==> images/m2.png <==
Drawn at 6 px/µm. Cells faint in the background.
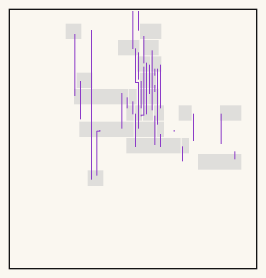
==> images/class_map.png <==
Drawn at 12 px/µm.
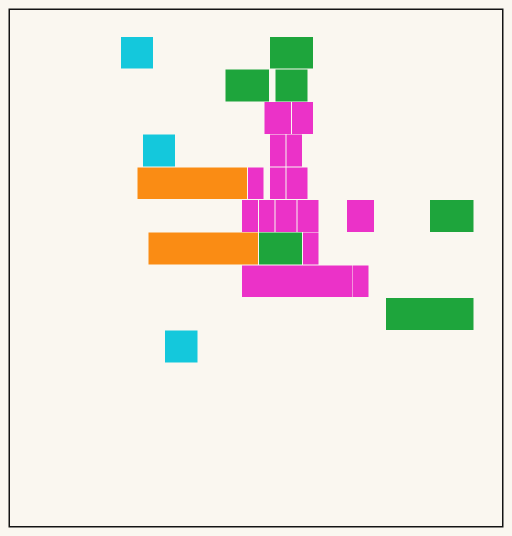
==> images/route_heat.png <==
Drawn at 6 px/µm. 8 x 9 tiles, from dark purple (low) to yellow (high), scaled to the fullest tile. Values are wire area over tile area, all layers added.
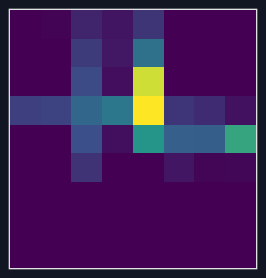
==> images/floorplan.png <==
Drawn at 6 px/µm. Pins as bars on the die edge.
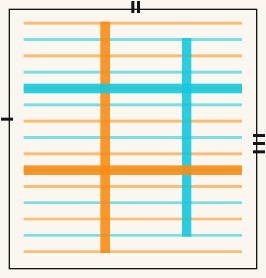
`src/rtl/vector_response_checker_settle_timer.sv`:
```
// ============================================================================
// Module      : settle_timer
// Description : Loadable saturating counter flagging when a vector has been
//               held stable for SETTLE cycles.
// Revision    : 1.0 - initial release
// ============================================================================
`default_nettype none

module settle_timer #(
    parameter int SETTLE = 2
) (
    input  wire logic clk,
    input  wire logic rst_n,
    input  wire logic load,
    input  wire logic inc,
    input  wire logic clr,
    output wire logic expired
);

    localparam int                 c_CNT_W = $clog2(SETTLE + 1);
    localparam logic [c_CNT_W-1:0] c_MAX   = c_CNT_W'(SETTLE);
    localparam logic [c_CNT_W-1:0] c_ONE   = c_CNT_W'(1);

    logic [c_CNT_W-1:0] r_cnt;

    // clr beats load beats inc
    always_ff @(posedge clk or negedge rst_n) begin
        if (!rst_n) begin
            r_cnt <= '0;
        end else if (clr) begin
            r_cnt <= '0;
        end else if (load) begin
            r_cnt <= c_ONE;
        end else if (inc && (r_cnt != c_MAX)) begin
            r_cnt <= r_cnt + c_ONE;
        end
    end

    assign expired = (r_cnt == c_MAX);

endmodule

`default_nettype wire

```
`config.mk`:
```
export PLATFORM = sky130hd
export DESIGN_NAME = settle_timer
export DESIGN_NICKNAME = d
export VERILOG_FILES = /design/src/rtl/vector_response_checker_settle_timer.sv
export SDC_FILE = /design/constraint.sdc
export NUM_CORES = 1
export LEC_CHECK = 0
export ABC_AREA = 1
export CORE_AREA = 2 2 39 41
export CTS_CLUSTER_SIZE = 30
export DETAILED_ROUTE_END_ITERATION = 12
export DIE_AREA = 0 0 41 43
export GPL_ROUTABILITY_DRIVEN = 0
export HOLD_SLACK_MARGIN = 0.08
export MAX_ROUTING_LAYER = met4
export PLACE_DENSITY = 0.33
export SETUP_SLACK_MARGIN = 0.15
export SKIP_LAST_GASP = 1
export SYNTH_ARGS = -nofsm -noshare
export SYNTH_HDL_FRONTEND = slang
export SYNTH_SLANG_ARGS = --single-unit
```
`constraint.sdc`:
```
create_clock -name clk -period 1.3 [get_ports clk]
set_clock_uncertainty 0.1 [all_clocks]
set_input_delay 0.26 -clock clk [delete_from_list [all_inputs] [get_ports clk]]
set_output_delay 0.26 -clock clk [all_outputs]
set_load 0.05 [all_outputs]
```
==> results.sh <==
# flow metrics
export IMPL_synth_adder_area_share_pct=10.2
export IMPL_worst_setup_hold_path_clk_slew_ns=0.03
export IMPL_final_hold_viol_count=0
export IMPL_drt_iter0_markers=4
export IMPL_clock_tree_from_tritoncts="done"
export IMPL_power_density_cell_area_mw_per_mm2=1030
export IMPL_ys_flops=2
export IMPL_synthXorXnorAreaFrac_pct=0
export IMPL_numCtsBuffers=3
export IMPL_outcome="finished with violations"
export IMPL_antenna_violations_before_repair=0
export IMPL_avgSynthCellArea_um2=7.21
export IMPL_placed_area_um2=218
export IMPL_crit_fanout=2
export IMPL_htreeDepth=1
export IMPL_n_antenna_cell=0
export IMPL_yosys_stat_seqShare_pct=40.8
export IMPL_count_of_library_flops_with_an_enable_pin=0
export IMPL_synthAoiAreaFrac_pct=8.16
export IMPL_setup_viol=1
export IMPL_port_buffers=5
export IMPL_post_cts_resized=0
export IMPL_synth_dominant_cell_count="nand2_1"
export IMPL_final_layout_size_suffix_gt1_share_pct=38.5
export IMPL_postLayoutSetupSlackWorst_ns=-0.00473
export IMPL_layout_min_cycle_time_ns=1.30
export IMPL_cellLeakagePower_nw=0.112
export IMPL_area_growth_synth_to_final_pct=102
export IMPL_p_total_mw=0.255
export IMPL_endpoint_kind="output port"
export IMPL_placed_cells=38
export IMPL_chipArea_mm2=0.00176
export IMPL_cts_sinks=2
export IMPL_biggest_regs="r_cnt (2)"
export IMPL_violated_checks="setup timing"
export IMPL_timing_final_crit_share_pct=100
export IMPL_insertion_delay_ns=0.22
export IMPL_tool_warnings=28
export IMPL_max_clock_path_buffers=2
export IMPL_mappedNetlistArea_um2=123
export IMPL_ys_sh_mux_pct=0
export IMPL_worst_setup_path_startpoint="r_cnt[0]"
export IMPL_dpl_hpwl_um=231
export IMPL_netlist_logic_family_top="simple AND/OR/NAND/NOR gates"
export IMPL_worstSetupPathType="flip-flop to output port"
export IMPL_synth_top_area_share_pct=40.8
export IMPL_vias_per_cell=3.21
export IMPL_net_count_after_synthesis=23
export IMPL_synth_top_cells_by_area="dfrtp_1, nand2_1, inv_1"
export IMPL_grt_max_degree=5
Back to the opening pictures, m2.png:
nets with wire on the layer: 28
longest straight run: 24.8 µm
met2 usage: 6.25%
wirelength, routed: 310 µm
total number of vias: 135

Back to the opening pictures, class_map.png:
| class | colour | cells | share of their area |
|---|---|---|---|
| remaining buffers and delay cells | green | 6 | 30% |
| sequential cells | orange | 2 | 22% |
| remaining logic cells | magenta | 15 | 38% |
| clock-net drivers | cyan | 3 | 9.9% |
final cell area excluding filler cells: 248 µm²
standard-cell row count: 14
sequential portion of the cell area: 20.2%
fraction of the core area covered by cells at the end of the flow: 17.9%
Core Region: 0.00138 mm²

Back to the opening pictures, route_heat.png:
densest ninth of the die: middle
tiles over half the peak: 5.6%
fullest tile: 0.31
mean over tiles: 0.029
Total GRT Usage: 4.84%
WL per Instance: 7.38 µm

Back to the opening pictures, floorplan.png:
| net | colour |
|---|---|
| VSS | orange |
| VDD | cyan |
met5 straps: 2
rows: 14
met4 straps: 2
die span in x: 41 µm
worst vdd ir: 0.000205 V

## layout make-up
class / instances / area [µm²] / area share [%]
multi-input combinational: 11 / 72.6 / 29.3
sequential: 2 / 50.0 / 20.2
timing repair buffer: 6 / 67.6 / 27.3
inverter: 4 / 15.0 / 6.06
tap: 16 / 20.0 / 8.08
clock buffer: 3 / 22.5 / 9.09
## worst max-delay path, cell delays in order (launching register included)
cell and delay, ns:
dfrtp_1 0.39, inv_2 0.07, ha_4 0.14, buf_12 0.13
## metrics by stage
step | util (%) | worst slack [ns]
global route | 17.9 | -0.0399
CTS | 17.9 | -0.0205
finish | 17.9 | -0.00473
global placement | 15.7 | 0.0443
floorplan | - | 0.154
detailed placement | 15.7 | 0.0161
## where the power goes
group	switching (mW)	leakage, nW	internal [mW]
Sequential	0.00373	0.0260	0.0670
Clock	0.0336	0.0138	0.102
Combinational	0.0219	0.0726	0.0272
Total	0.0593	0.112	0.196
## layout by cell type, fill, tap and decap left out, drive strengths merged
cell type | synthesis | routed
nand3 | 2 | 2
nand2 | 5 | 5
clkdlybuf4s50 | 0 | 4
buf | 0 | 2
clkbuf | 0 | 3
a21oi | 1 | 1
inv | 4 | 4
nor2 | 1 | 1
o21ai | 1 | 1
dfrtp | 2 | 2
ha | 1 | 1
## per-layer routing
metal	vias up	track usage (%)	wire length, µm
li1	70	-	-
met1	61	3.54	106
met2	4	6.25	170
met3	0	2.09	33
met4	0	8.00	0
met5	-	-	0
## worst paths after layout
check	endpoint	slack, ns	cells after the start
max	expired	-0.005	3
min	r_cnt[1]	0.11	1
max reg2reg	r_cnt[0]	0.23	7
min reg2reg	r_cnt[1]	0.52	2
max in group asynchronous	r_cnt[0]	0.87	1
min in group clk	r_cnt[1]	0.52	2
## cells by family after synthesis
| family | after synthesis |
|---|---|
| AND/OR/NAND/NOR | 8 |
| adder cells (fa/ha/maj) | 1 |
| AND-OR/OR-AND | 2 |
| flip-flops | 2 |
| buffers and inverters | 4 |
## what timing repair did
item	in CTS	in global routing
pin swaps	1	0
hold endpoints to repair	0	0
hold buffers	0	0
setup endpoints to repair	1	2
buffers inserted	1	0
Power is estimated from default activity; no workload was simulated.
